## src/rtl/regfile_wb_arbiter_pkg.sv

```systemverilog
// Shared register-file constants and the small types used by the writeback arbiter.
package regfile_pkg;
  localparam int REG_ADDR_W = 5;
  localparam int REG_DATA_W = 32;
  localparam int NUM_REGS   = 32;
  localparam logic [REG_ADDR_W-1:0] ZERO_REG = 5'd0;

  // Requester index width covers up to four sources.
  localparam int GRANT_W = 2;
  typedef logic [GRANT_W-1:0] grant_idx_t;

  function automatic grant_idx_t rr_next(grant_idx_t idx, int n);
    return (int'(idx) == n - 1) ? '0 : idx + grant_idx_t'(1);
  endfunction
endpackage

```

## src/rtl/regfile_wb_arbiter_if.sv

```systemverilog
// Writeback bus: per-requester valid/ready request lanes plus the regfile write port.
interface regfile_wb_arbiter_if #(parameter int NUM_REQ = 2);
  // Handshake: a requester raises req_valid[i] with addr/data stable; the write is
  // transferred in the cycle where req_valid[i] & req_ready[i]. req_ready is one-hot or zero.
  logic [NUM_REQ-1:0]                          req_valid;
  logic [NUM_REQ-1:0]                          req_ready;
  logic [NUM_REQ*regfile_pkg::REG_ADDR_W-1:0]  req_addr;
  logic [NUM_REQ*regfile_pkg::REG_DATA_W-1:0]  req_data;
  logic                                        regWrite;
  logic [regfile_pkg::REG_ADDR_W-1:0]          wrAddr;
  logic [regfile_pkg::REG_DATA_W-1:0]          wrData;

  modport master (
    output req_valid, req_addr, req_data,
    input  req_ready, regWrite, wrAddr, wrData
  );

  modport slave (
    input  req_valid, req_addr, req_data,
    output req_ready, regWrite, wrAddr, wrData
  );
endinterface

```

## src/rtl/regfile_wb_arbiter_rr_arbiter.sv

```systemverilog
// Combinational round-robin picker: first set request at or after ptr, wrapping mod N.
module rr_arbiter
  import regfile_pkg::*;
#(
  parameter int N = 2
) (
  input  logic [N-1:0] req,
  input  grant_idx_t   ptr,
  output logic [N-1:0] grant,
  output grant_idx_t   grantIdx
);

  logic found;

  always_comb begin
    grant    = '0;
    grantIdx = '0;
    found    = 1'b0;
    // Outer loop walks priority order; inner loop maps the rotated slot to a constant index.
    for (int k = 0; k < N; k++) begin
      for (int i = 0; i < N; i++) begin
        if (!found && (i == (int'(ptr) + k) % N) && req[i]) begin
          found    = 1'b1;
          grant[i] = 1'b1;
          grantIdx = grant_idx_t'(i);
        end
      end
    end
  end

endmodule

```

## src/rtl/regfile_wb_arbiter.sv

```systemverilog
// Round-robin share of the regfile write port among NUM_REQ writeback sources,
// with a registered write stage, $zero filter and saturating contention counter.
module regfile_wb_arbiter
  import regfile_pkg::*;
#(
  parameter int NUM_REQ = 2,
  parameter int CNT_W   = 16
) (
  input  logic                   clk,
  input  logic                   reset,
  input  logic                   wb_hold,
  regfile_wb_arbiter_if.slave    bus,
  output grant_idx_t             grant_id,
  output logic [CNT_W-1:0]       contend_cnt,
  output grant_idx_t             dbgPtr
);

  grant_idx_t              ptr;
  logic [NUM_REQ-1:0]      arbGrant;
  grant_idx_t              arbIdx;
  logic                    xfer;
  logic [REG_ADDR_W-1:0]   selAddr;
  logic [REG_DATA_W-1:0]   selData;
  logic [2:0]              nValid;
  logic                    contend;

  logic                    regWriteQ;
  logic [REG_ADDR_W-1:0]   wrAddrQ;
  logic [REG_DATA_W-1:0]   wrDataQ;
  grant_idx_t              grantIdQ;
  logic [CNT_W-1:0]        cntQ;

  rr_arbiter #(.N(NUM_REQ)) u_rr (
    .req      (bus.req_valid),
    .ptr      (ptr),
    .grant    (arbGrant),
    .grantIdx (arbIdx)
  );

  // No grants while stalled or in the reset cycle; regWrite never feeds back here.
  assign bus.req_ready = (reset || wb_hold) ? '0 : arbGrant;
  assign xfer          = |bus.req_ready;

  always_comb begin
    selAddr = '0;
    selData = '0;
    nValid  = '0;
    for (int k = 0; k < NUM_REQ; k++) begin
      nValid = nValid + 3'(bus.req_valid[k]);
      if (arbGrant[k]) begin
        selAddr = bus.req_addr[k*REG_ADDR_W +: REG_ADDR_W];
        selData = bus.req_data[k*REG_DATA_W +: REG_DATA_W];
      end
    end
  end

  assign contend = (nValid >= 3'd2);

  always_ff @(posedge clk) begin
    if (reset) begin
      ptr       <= '0;
      regWriteQ <= 1'b0;
      wrAddrQ   <= '0;
      wrDataQ   <= '0;
      grantIdQ  <= '0;
      cntQ      <= '0;
    end else begin
      // Writes to $zero are consumed but never reach the regfile enable.
      regWriteQ <= xfer && (selAddr != ZERO_REG);
      if (xfer) begin
        ptr      <= rr_next(arbIdx, NUM_REQ);
        wrAddrQ  <= selAddr;
        wrDataQ  <= selData;
        grantIdQ <= arbIdx;
      end
      if (contend && (cntQ != '1)) cntQ <= cntQ + CNT_W'(1);
    end
  end

  assign bus.regWrite = regWriteQ;
  assign bus.wrAddr   = wrAddrQ;
  assign bus.wrData   = wrDataQ;
  assign grant_id     = grantIdQ;
  assign contend_cnt  = cntQ;
  assign dbgPtr       = ptr;

endmodule

```

## src/flat_wrapper.sv

```systemverilog
// flat-port wrapper written by rule: the top's interface ports become plain ports
module regfile_wb_arbiter_flat import regfile_pkg::*;
#(
  parameter int NUM_REQ = 2,
  parameter int CNT_W   = 16
)
  (clk, reset, wb_hold, grant_id, contend_cnt, dbgPtr, bus_req_valid, bus_req_addr, bus_req_data, bus_req_ready, bus_regWrite, bus_wrAddr, bus_wrData);
  regfile_wb_arbiter_if #(.NUM_REQ(NUM_REQ)) bus_i ();
  input  logic clk;
  input  logic reset;
  input  logic wb_hold;
  output grant_idx_t grant_id;
  output logic [CNT_W-1:0] contend_cnt;
  output grant_idx_t dbgPtr;
  input wire logic [$bits(bus_i.req_valid)-1:0] bus_req_valid;
  input wire logic [$bits(bus_i.req_addr)-1:0] bus_req_addr;
  input wire logic [$bits(bus_i.req_data)-1:0] bus_req_data;
  output wire logic [$bits(bus_i.req_ready)-1:0] bus_req_ready;
  output wire logic [$bits(bus_i.regWrite)-1:0] bus_regWrite;
  output wire logic [$bits(bus_i.wrAddr)-1:0] bus_wrAddr;
  output wire logic [$bits(bus_i.wrData)-1:0] bus_wrData;
  assign bus_i.req_valid = bus_req_valid;
  assign bus_i.req_addr = bus_req_addr;
  assign bus_i.req_data = bus_req_data;
  assign bus_req_ready = bus_i.req_ready;
  assign bus_regWrite = bus_i.regWrite;
  assign bus_wrAddr = bus_i.wrAddr;
  assign bus_wrData = bus_i.wrData;
  regfile_wb_arbiter #(.NUM_REQ(NUM_REQ), .CNT_W(CNT_W)) u_core (.clk(clk), .reset(reset), .wb_hold(wb_hold), .bus(bus_i), .grant_id(grant_id), .contend_cnt(contend_cnt), .dbgPtr(dbgPtr));
endmodule
```

## config.mk

```make
export PLATFORM = sky130hd
export DESIGN_NAME = regfile_wb_arbiter_flat
export DESIGN_NICKNAME = d
export VERILOG_FILES = /design/src/rtl/regfile_wb_arbiter_pkg.sv /design/src/rtl/regfile_wb_arbiter_if.sv /design/src/rtl/regfile_wb_arbiter_rr_arbiter.sv /design/src/rtl/regfile_wb_arbiter.sv /design/src/flat_wrapper.sv
export SDC_FILE = /design/constraint.sdc
export NUM_CORES = 1
export LEC_CHECK = 0
export ABC_CLOCK_PERIOD_IN_PS = 2300
export CORE_ASPECT_RATIO = 1.25
export CORE_MARGIN = 3
export CORE_UTILIZATION = 40
export CTS_BUF_LIST = sky130_fd_sc_hd__clkbuf_2
export CTS_CLUSTER_DIAMETER = 80
export DETAILED_ROUTE_END_ITERATION = 16
export PLACE_DENSITY = 0.89
export SETUP_SLACK_MARGIN = 0.4
export SYNTH_ARGS = -nofsm -noshare
export SYNTH_HDL_FRONTEND = slang
export SYNTH_SLANG_ARGS = --single-unit
export TNS_END_PERCENT = 1
```

## constraint.sdc

```tcl
create_clock -name clk -period 2.3 [get_ports clk]
set_input_delay 0.345 -clock clk [delete_from_list [all_inputs] [get_ports clk]]
set_output_delay 0.345 -clock clk [all_outputs]
set_load 0.02 [all_outputs]
```

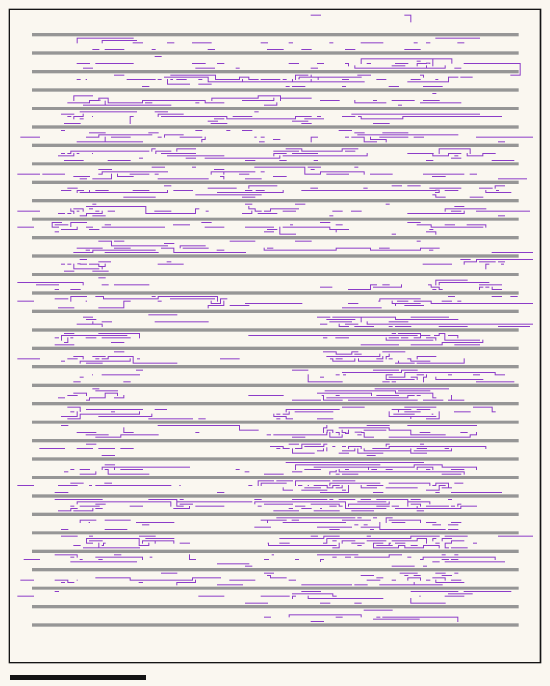
run_1/met1.png
The bar under the picture is 20 um long. Supply wires on this layer in gray.
wire length on this layer = 2910 um
share of all routed wire = 37%
longest straight run = 24.8 um
number of vias after detailed routing: 2726
WL final: 7.78 mm
M1 GR Usage: 0.218

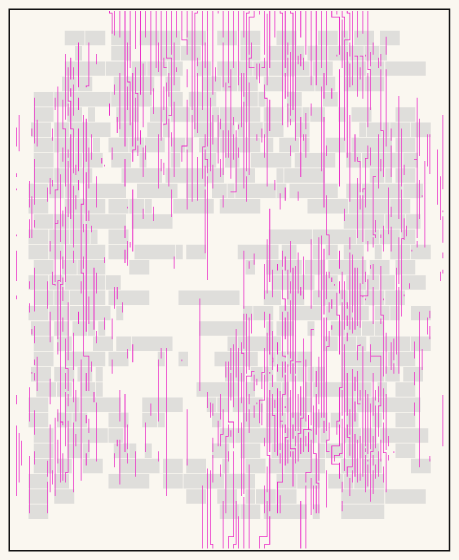
run_1/met2.png
Cells faint in the background.
nets with wire on the layer = 437
longest straight run = 35.2 um
wire length on this layer = 4090 um
met2 Usage GRT: 0.375

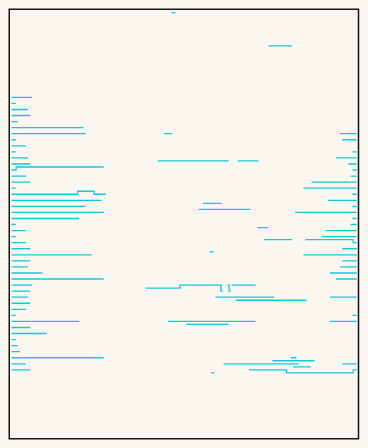
run_1/met3.png
main direction = horizontal
longest straight run = 20.5 um
share of all routed wire = 8.3%
nets with wire on the layer = 89

==> qor_table.md, run 1 <==
| Item | Value | Unit |
|:---|:---|:---|
| Final core utilization | 0.660 | - |
| Outcome | finished, final reports clean | - |
| Combinational Power Share | 0.245 | - |
| Count of clock-net buffers in the final layout | 5 | - |
| Origin of the critical flop-to-flop path | u_core.contend_cnt[1]$_SDFFE_PP0P_ | - |
| Share of the synthesized netlist area taken by xor and xnor gates | 0 | - |
| Maximum number of pins on one net before global-route repair | 75 | - |
| Post-route minimum period | 1920 | ps |
| Delay of the slowest cell on the worst path | 650 | ps |
| H-tree levels | 2 | - |
| Crit start category | register | - |
| Number of top-level pins | 139 | - |
| Number of warnings in the stage logs | 28 | - |
| Die Area | 7510 | sq um |
| Post-Route Skew | 19.9 | ps |
| Hold worst-path end | u_core.grant_id[0]$_SDFFE_PP0P_ | - |
| CP max-delay cell | clkdlybuf4s50_1 | - |
| Clock sinks | 56 | - |
| Vertical die dimension | 96.1 | um |
| Antenna-violating nets left | 0 | - |
| Worst Setup End Kind | output port | - |
| Highest fanout seen on the critical path | 6 | - |
| Via density per instance | 5.43 | - |
| Reg-to-reg critical path endpoint | u_core.contend_cnt[8]$_SDFFE_PP0P_ | - |
| Yosys aoi share | 0.305 | - |
| Slew at the pin with the worst max-slew slack | 601 | ps |
| Total of endpoints with negative setup slack in the final report | 0 | - |
| TritonCTS clock tree | yes | - |
| Leading cell types in the layout, fill and taps excluded | clkdlybuf4s50_1, nor2_1, dfxtp_1 | - |
| Inverters | 7 | - |
| CP top delay family | buffers and inverters | - |
| Antenna cells | 0 | - |
| Minimum setup slack after placement | -25.0 | ps |
| CORE AREA | 6250 | sq um |
| Reg2Reg Depth | 5 | - |
| Chip area from the yosys synthesis statistics | 2600 | sq um |
run 1: cell usage after synthesis, types with 2 or more instances:
master,number,area (sq um)
dfxtp_1,56,1120
nor2b_1,2,12.5
o21ai_0,5,25.0
a21oi_1,11,55.1
mux2_2,2,22.5
and3_1,3,18.8
nor4_4,2,42.5
a22oi_1,36,270
nor2_1,42,158
buf_2,7,35.0
buf_4,3,22.5
o41ai_1,5,43.8
o311ai_0,3,26.3
clkbuf_1,11,41.3
nand4_1,3,18.8
o211ai_1,2,15.0
and4_1,2,17.5
o31ai_1,3,22.5
nor3_1,2,10.0
buf_1,2,7.51
or3_1,5,31.3
a211oi_1,37,278
nand3_1,7,35.0
inv_1,7,26.3
or4_1,3,22.5
nand4_4,2,42.5
nand2_1,6,22.5
==> run 2, diff against run 1 <==
ABC_CLOCK_PERIOD_IN_PS = 1600   (was 2300)
CORE_UTILIZATION = 36   (was 40)
PLACE_DENSITY = 0.85   (was 0.89)
clock period = 1.6 ns   (was 2.3 ns; I/O delays follow)
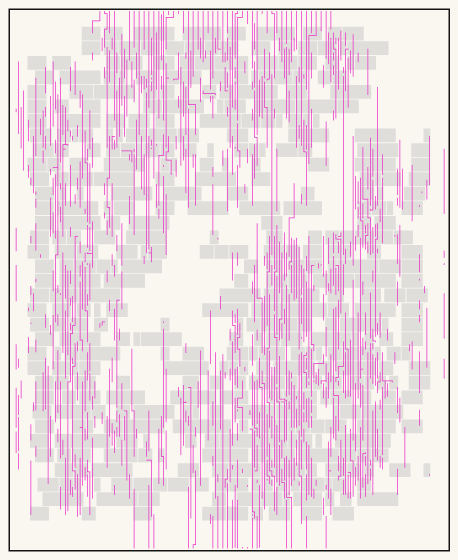
run_2/met2.png
Cells faint in the background.
number of vias after detailed routing: 2984
WL final: 8.82 mm
met2 Usage GRT: 0.381

==> qor_table.md, run 2 <==
| Item | Value | Unit |
|:---|:---|:---|
| Reg-to-reg critical path endpoint | u_core.contend_cnt[6]$_SDFFE_PP0P_ | - |
| Top non-seq family | AND-OR/OR-AND gates | - |
| Cells on Worst Hold Path | 5 | - |
| Std cell rows | 34 | - |
| Max clock buf depth | 2 | - |
| Die width | 82.0 | um |
| Antenna-violating nets left | 0 | - |
| Minimum setup slack after placement | -507 | ps |
| Inverters | 7 | - |
| CP max-delay cell | dfxtp_2 | - |
| Number of top-level pins | 139 | - |
| Crit start category | register | - |
| Count of maximum capacitance violations | 0 | - |
| Top layer used by detailed routing | met4 | - |
| Leading cell types in the layout, fill and taps excluded | clkdlybuf4s50_1, buf_6, dfxtp_2 | - |
| CP top delay family | flip-flops | - |
| Instance count on the critical path | 4 | - |
| Global-route wire length before repair | 13.8 | mm |
| Remaining routing DRC violations | 0 | - |
| Yosys aoi share | 0.305 | - |
| TritonCTS clock tree | yes | - |
| Vertical die dimension | 101 | um |
| M1 GR Usage | 0.237 | - |
| Number of warnings in the stage logs | 29 | - |
| H-tree levels | 2 | - |
| Via density per instance | 5.46 | - |
| Share of synthesized area spent on multiplexers | 0.0125 | - |
| Top cell type by total area after synthesis | dfxtp_1 | - |
| Post-Route Skew | 24.7 | ps |
| Late-Pin Clk Latency | 430 | ps |
| Synth Flop Type | dfxtp_1 | - |
| Min setup slack post-route | -70.5 | ps |
| Die Area | 8280 | sq um |
| Total global routing track utilization | 0.211 | - |
| Post-synthesis instance area | 2600 | sq um |
| CORE AREA | 6980 | sq um |
| HPWL Detailed | 6.60 | mm |
| Final count of pins violating max slew | 0 | - |
| Total of endpoints with negative setup slack in the final report | 6 | - |
| Synth async-reset ratio | 0 | - |
| Proportion of netlist area held by the largest area contributor | 0.431 | - |
| Post-route minimum period | 1670 | ps |
| Post-synth seq share | 0.431 | - |
| Chip area from the yosys synthesis statistics | 2600 | sq um |
| Total gr overflow | 0 | - |
| Largest area class, layout | non-clock buffers | - |
| Antenna cells | 0 | - |
| Most frequently used cell type in the post-synthesis netlist | dfxtp_1 | - |
| Reg2Reg Depth | 5 | - |
| Port Buf Inserts | 136 | - |
| Maximum number of pins on one net before global-route repair | 39 | - |
| Gate count of the mapped netlist | 287 | - |
| Cell variety after synth | 45 | - |
| Count of clock-net buffers in the final layout | 7 | - |
| Leading cell types by count after synthesis | dfxtp_1, nor2_1, a211oi_1 | - |
| Layout Area Growth over Synthesis | 80.8 | % |
| Share of the synthesized netlist area taken by xor and xnor gates | 0 | - |
| Hold worst-path end | u_core.grant_id[0]$_SDFFE_PP0P_ | - |
| Type of the setup path with the least slack | reg2out | - |
| Final core utilization | 0.673 | - |
| Final RePlAce weighted congestion | 0.903 | - |
| Clock sinks | 56 | - |
| Biggest area cells | dfxtp_1, a211oi_1, a22oi_1 | - |
| Share of post-route cells with drive strength above 1 | 0.438 | - |
| Comb area share | 0.301 | - |
| Outcome | complete, but fails checks | - |
| Worst Setup End Kind | output port | - |
| Highest fanout seen on the critical path | 2 | - |
| Delay of the slowest cell on the worst path | 400 | ps |
| Origin of the critical flop-to-flop path | u_core.contend_cnt[1]$_SDFFE_PP0P_ | - |
| Violated checks | setup timing | - |
| Combined area of the multi-input logic cells | 1420 | sq um |
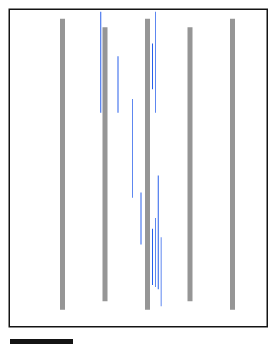
run_2/met4.png
The bar under the picture is 20 um long. Supply wires on this layer in gray.
nets with wire on the layer = 10
wire length on this layer = 241 um
longest straight run = 36.0 um
main direction = vertical
share of all routed wire = 2.7%

[run 2: repair_timing]
action	in CTS	in global routing
resized	408	25
setup endpoints to repair	112	112
pin swaps	17	17
setup buffers	1	0
[run 2: stage by stage]
stage,TNS (ps),total power [W],area (sq um),cells
2_1_floorplan,-84.8,0.00185,2620,288
3_3_place_gp,-17480,0.00227,4370,538
3_5_place_dp,-19460,0.00229,4370,538
4_1_cts,-262,0.00288,4630,547
5_1_grt,-1060,0.00301,4700,547
6_report,-275,0.00287,4700,547
[run 2: power by group]
part	total [W]	switching (W)	internal (W)	leakage, nW
Sequential	0.00152	0.0000481	0.00147	0.482
Combinational	0.000807	0.000355	0.000452	1.34
Clock	0.000546	0.000426	0.000119	0.0330
Total	0.00287	0.000829	0.00204	1.85
Power is estimated from default activity; no workload was simulated.
